Fig. 1: floorplan with the power grid
Scale bar: 10 um. Pins as bars on the die edge. Tap cells in grey.
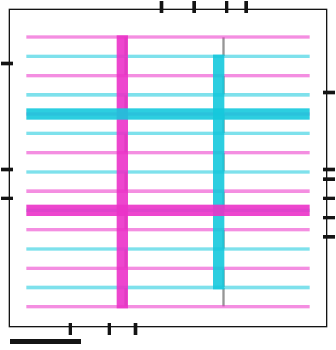
Fig. 2: cell classes on the final placement
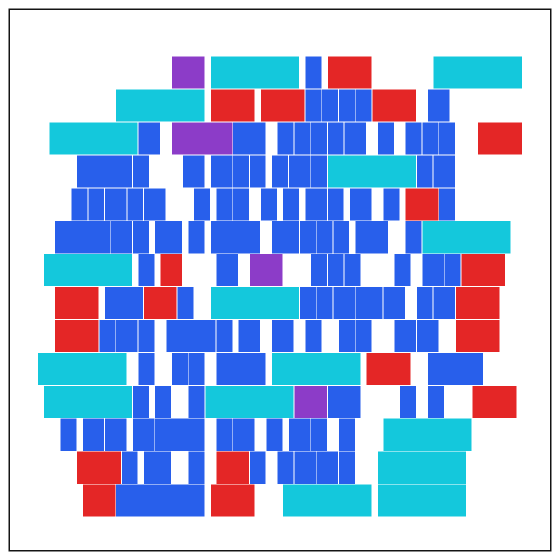
Fig. 3: clock distribution
Scale bar: 10 um.
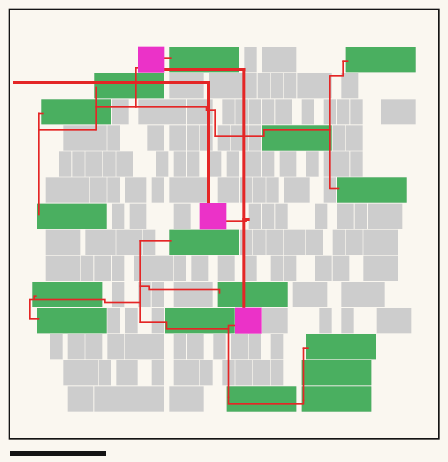
Fig. 4: signal wires by layer
Scale bar: 10 um. Only two layers are drawn.
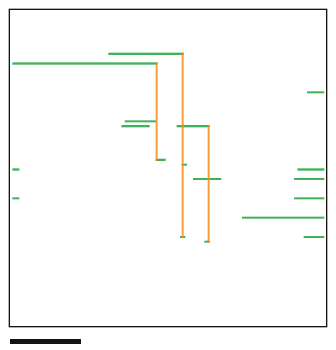
Fig. 5: clock nets
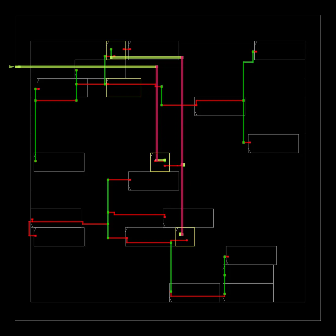
$ cat src/rtl/seq_det_pkg.sv
// Shared defaults and parameter sanity check for the serial pattern detector.
package seq_det_pkg;

  localparam int          DEF_PAT_W   = 5;
  localparam int          DEF_CNT_W   = 8;
  localparam logic [31:0] DEF_PATTERN = 32'b11001;

  // True when the pattern length is 2..32 and the pattern has no bits above it.
  function automatic bit params_ok(input int pat_w, input logic [31:0] pattern);
    bit ok;
    ok = (pat_w >= 2) && (pat_w <= 32);
    if (ok && (pat_w < 32)) begin
      ok = ((pattern >> pat_w) == 32'd0);
    end
    return ok;
  endfunction

endpackage

$ cat src/rtl/sat_counter.sv
// Saturating up-counter with synchronous clear; clear together with inc
// yields 1 so the event arriving in the clear cycle is kept.
module sat_counter #(
  parameter int W = 8
) (
  input  logic         clk,
  input  logic         reset_n,
  input  logic         inc_i,
  input  logic         clr_i,
  output logic [W-1:0] count_o
);

  localparam logic [W-1:0] MAX = '1;

  logic [W-1:0] count_q;
  logic [W-1:0] count_d;

  // Next count: clear wins over hold, inc stops at all-ones.
  always_comb begin
    count_d = count_q;
    if (clr_i) begin
      count_d = inc_i ? W'(1) : '0;
    end else if (inc_i && (count_q != MAX)) begin
      count_d = count_q + W'(1);
    end
  end

  // Count register with synchronous active-low reset.
  always_ff @(posedge clk) begin
    if (!reset_n) begin
      count_q <= '0;
    end else begin
      count_q <= count_d;
    end
  end

  assign count_o = count_q;

endmodule

$ cat src/rtl/seq_detect_param.sv
// Parametrised serial bit-pattern detector with overlap control, a valid
// qualifier, Mealy and registered match outputs and a saturating match count.
module seq_detect_param
  import seq_det_pkg::*;
#(
  parameter int          PAT_W   = DEF_PAT_W,
  parameter logic [31:0] PATTERN = DEF_PATTERN,
  parameter int          CNT_W   = DEF_CNT_W
) (
  input  logic             clk,
  input  logic             reset_n,
  input  logic             din,
  input  logic             din_valid,
  input  logic             overlap,
  input  logic             count_clr,
  output logic             y,
  output logic             y_q,
  output logic [CNT_W-1:0] match_count
);

  localparam int                 FW       = $clog2(PAT_W);
  localparam logic [FW-1:0]      FILL_MAX = FW'(PAT_W - 1);
  localparam logic [PAT_W-1:0]   PAT      = PATTERN[PAT_W-1:0];

  if (!params_ok(PAT_W, PATTERN)) begin : g_bad_params
    $error("seq_detect_param: PAT_W must be 2..32 and PATTERN must fit in PAT_W bits");
  end

  // Only the newest PAT_W-1 history bits ever reach the compare window,
  // so the oldest bit is not stored.
  logic [PAT_W-2:0] hist_q, hist_d;
  logic [FW-1:0]    fill_q, fill_d;
  logic             y_reg_q;
  logic [PAT_W-1:0] window;

  // Compare window, Mealy match and next history/fill.
  always_comb begin
    window = {hist_q, din};
    y      = din_valid && (fill_q == FILL_MAX) && (window == PAT);
    hist_d = hist_q;
    fill_d = fill_q;
    if (din_valid) begin
      hist_d = window[PAT_W-2:0];
      if (y) begin
        // Non-overlap restarts the fill so the next match needs PAT_W fresh bits.
        fill_d = overlap ? FILL_MAX : '0;
      end else if (fill_q != FILL_MAX) begin
        fill_d = fill_q + FW'(1);
      end
    end
  end

  // History, fill level and registered match; y is 0 on invalid cycles so
  // y_q clears there on its own.
  always_ff @(posedge clk) begin
    if (!reset_n) begin
      hist_q  <= '0;
      fill_q  <= '0;
      y_reg_q <= 1'b0;
    end else begin
      hist_q  <= hist_d;
      fill_q  <= fill_d;
      y_reg_q <= y;
    end
  end

  assign y_q = y_reg_q;

  sat_counter #(
    .W(CNT_W)
  ) u_match_cnt (
    .clk     (clk),
    .reset_n (reset_n),
    .inc_i   (y),
    .clr_i   (count_clr),
    .count_o (match_count)
  );

endmodule
$ cat config.mk
export PLATFORM = sky130hd
export DESIGN_NAME = seq_detect_param
export DESIGN_NICKNAME = d
export VERILOG_FILES = /design/src/rtl/seq_det_pkg.sv /design/src/rtl/sat_counter.sv /design/src/rtl/seq_detect_param.sv
export SDC_FILE = /design/constraint.sdc
export NUM_CORES = 1
export LEC_CHECK = 0
export ABC_AREA = 1
export CORE_MARGIN = 2
export CORE_UTILIZATION = 54
export DETAILED_ROUTE_END_ITERATION = 8
export GPL_ROUTABILITY_DRIVEN = 0
export MAX_ROUTING_LAYER = met4
export PLACE_DENSITY = 0.88
export REMOVE_ABC_BUFFERS = 1
export SYNTH_ARGS = -nofsm -noshare
export SYNTH_HDL_FRONTEND = slang
export SYNTH_SLANG_ARGS = --single-unit
$ cat constraint.sdc
create_clock -name clk -period 1.95 [get_ports clk]
set_input_delay 0.39 -clock clk [delete_from_list [all_inputs] [get_ports clk]]
set_output_delay 0.39 -clock clk [all_outputs]
set_load 0.02 [all_outputs]
==> reports/metrics.sh <==
MAX_REG_FLOPS=8
SIGNAL_BUFFER_AREA_FRACTION_PCT=15.7
FINAL-SETUP-VIOL-COUNT=0
NUMBER_OF_BUFFERS_BETWEEN_CLOCK_ROOT_AND_THE_DEEPEST_SINK=2
FINAL.HOLD.WORST_SLACK_NS=0.485
PLACEDINSTANCEAREA_MM2=0.00109
DIE_AREA_MM2=0.00199
IO_BUFFER_COUNT=15
CORE_AREA_MM2=0.00152
GRT_MAX_DEGREE=11
CRITICALPATHCATEGORY='input pin to output pin'
SETUP-TNS-FINAL_NS=0
STATUS='complete, no violations'
SYNTH.MUX.AREA_FRACTION_PCT=0
SYN_AREA_PER_CELL_UM2=6.75
LAYOUT-AREA-OVERHEAD-VS-SYNTH_PCT=25.6
R2R-END='u_match_cnt.count_o[5]'
COMB-CELL-SHARE_PCT=44.3
GRT_OVERFLOW=0
SYNTHTOPCELLSBYAREA='sky130_fd_sc_hd__dfxtp_1 36%, sky130_fd_sc_hd__nand2_1 13%, sky130_fd_sc_hd__nor2_1 8.0%, sky130_fd_sc_hd__inv_1 6.7%, sky130_fd_sc_hd__a21oi_1 6.2%'
TOTAL_SEQUENTIAL_POWER_uW=350
TIMING.CRITICAL_PATH.TO='y'
CLOCK_SINKS=16
CTSHOLDBUFFERS=0
CRITPATHMAXSTAGEDELAY_NS=0.50
WORSTPATHMAXFANOUT=2
SYNTHDOMINANTAREACELLTYPE='sky130_fd_sc_hd__dfxtp_1'
COUNT_OF_INSTANCES_RESIZED_AFTER_THE_CLOCK_TREE_IS_BUILT=2
FINALNONFILLERCELLS=170
USE_MET1_PCT=28.2
POSTCTSSETUPREPAIRBUFS=0
SYNTH_SEQUENTIAL_AREA_RATIO_PCT=36.0
FINAL.CLKBUF_COUNT=4
VIA_COUNT_OF_THE_FIRST_GLOBAL_ROUTING_PASS=795
HOLD_VIOLATIONS_FINAL=0
YOSYS_MOST_USED_DFF='sky130_fd_sc_hd__dfxtp_1'
DIE_W_UM=44.6
POWER_CLOCK_uW=224
MOST-COMMON-LAYOUT-CELLS='32 x sky130_fd_sc_hd__nand2_1, 19 x sky130_fd_sc_hd__nor2_1, 16 x sky130_fd_sc_hd__inv_1, 16 x sky130_fd_sc_hd__dfxtp_1, 14 x sky130_fd_sc_hd__clkdlybuf4s50_1'
FMAXACHIEVABLE_GHz=0.561
MAX_AREA_CELL_CLASS='combinational gates'
TIMING.CRITICAL_PATH.CELLS='clkdlybuf4s50_1 > nand2_1 > inv_1 > nand2_4 > nor2_8 > clkbuf_2'
DIE_H_UM=44.6
NUMCTSBUFFERS=3
POWER-TOP-GROUP='sequential cells'
H-TREE-DEPTH=1
POST-ROUTE-PERIOD-UTIL_PCT=91.4
FOOTPRINT_OF_THE_FLIP_FLOPS_AND_LATCHES_UM2=320
MIN-DELAY-PATH-CLASS='flop to flop'
SYNTH_TOP_AREA_SHARE_PCT=36.0
POST_ROUTE_CELLS_DRIVE_ABOVE_1_SHARE_PCT=12.3
GRTUSAGEMET3_PCT=4.49
TAPCELLCOUNT=16
GLOBALROUTEMET2UTIL_PCT=38.0
YOSYSMOSTFREQUENTCELL='sky130_fd_sc_hd__nand2_1'
WORST_SETUP_PATH_START_KIND='input pin'
CRITICAL_PATH.N_BUFFERS_INVERTERS=3
POST_SYNTHESIS_CELL_COUNT_FROM_YOSYS=132
REG2REGPATHDEPTH=10
TOTAL_LEAKAGE_POWER_uW=0.000519
DPL.HPWL_UM=1540
REQUIRED_NS=1.56
CRIT_PATH_TOP_DELAY_CELL='sky130_fd_sc_hd__clkdlybuf4s50_1'
YOSYS.AREA_SHARE.ADDER_PCT=4.21
TIGHTEST_SLEW_NS=0.272
YOSYS_WARNINGS=0
SYNTH.LIB_CELLS_USED.DISTINCT=18
SYNTH_COMPOUND_GATE_AREA_SHARE_PCT=12.6
MET1_LENGTH_UM=871
MET3WIRELENGTH_UM=77
RSZ0062_AT_GRT='no'
P_SWITCHING_uW=170
LOGIC_FAMILY='simple AND/OR/NAND/NOR gates'
TOTAL_TOOL_WARNING_COUNT=26
NETSWITCHINGFRACTION_PCT=25.7
TIMING.CRITICAL_PATH.DEPTH=6
AREA_SHARE_CLOCK_BUF_INV_PCT=3.24
CLOCK.LATENCY.LATE_PIN_NS=0.29
ARRIVAL_NS=1.39
CTS_TREE='yes'
GRT_PASS1_WL_UM=3340
LAUNCH_POINT_OF_THE_CRITICAL_PATH='din_valid'
## Picture notes: Fig. 1
legend:
  VDD:
    colour: cyan
  VSS:
    colour: magenta
rows: 14
met5 straps: 2
tap cells: 16
met1 rails: 15
met4 straps: 2

## Picture notes: Fig. 2
legend:
  other buffers and delay cells:
    colour: red
    cells: 19
  all other logic:
    colour: blue
    cells: 115
  flip-flops:
    colour: cyan
    cells: 16
  clock drivers and dummy loads:
    colour: purple
    cells: 4
sequential share of cell area: 28.6%
number of placement rows: 14
final design utilization: 73.4%
final design area excluding fillers: 0.00112 mm^2

## Picture notes: Fig. 3
legend:
  flip-flops:
    colour: green
    count: 16
  clock wires:
    colour: red
    length: 220 um
  cells driving clock nets:
    colour: magenta
    count: 3
routed clock nets: 4

## Picture notes: Fig. 4
legend:
  met3:
    colour: green
    wire_length: 77.2 um
  met4:
    colour: orange
    wire_length: 55.8 um
wire per inst: 11.5 um
global-route usage over all layers: 23.9%
vias: 888
overall routed net length: 1960 um

## Picture notes: Fig. 5
Setup Skew: 0.00109 ns
sequential cell count: 16

Power and IR drop assume default switching activity.
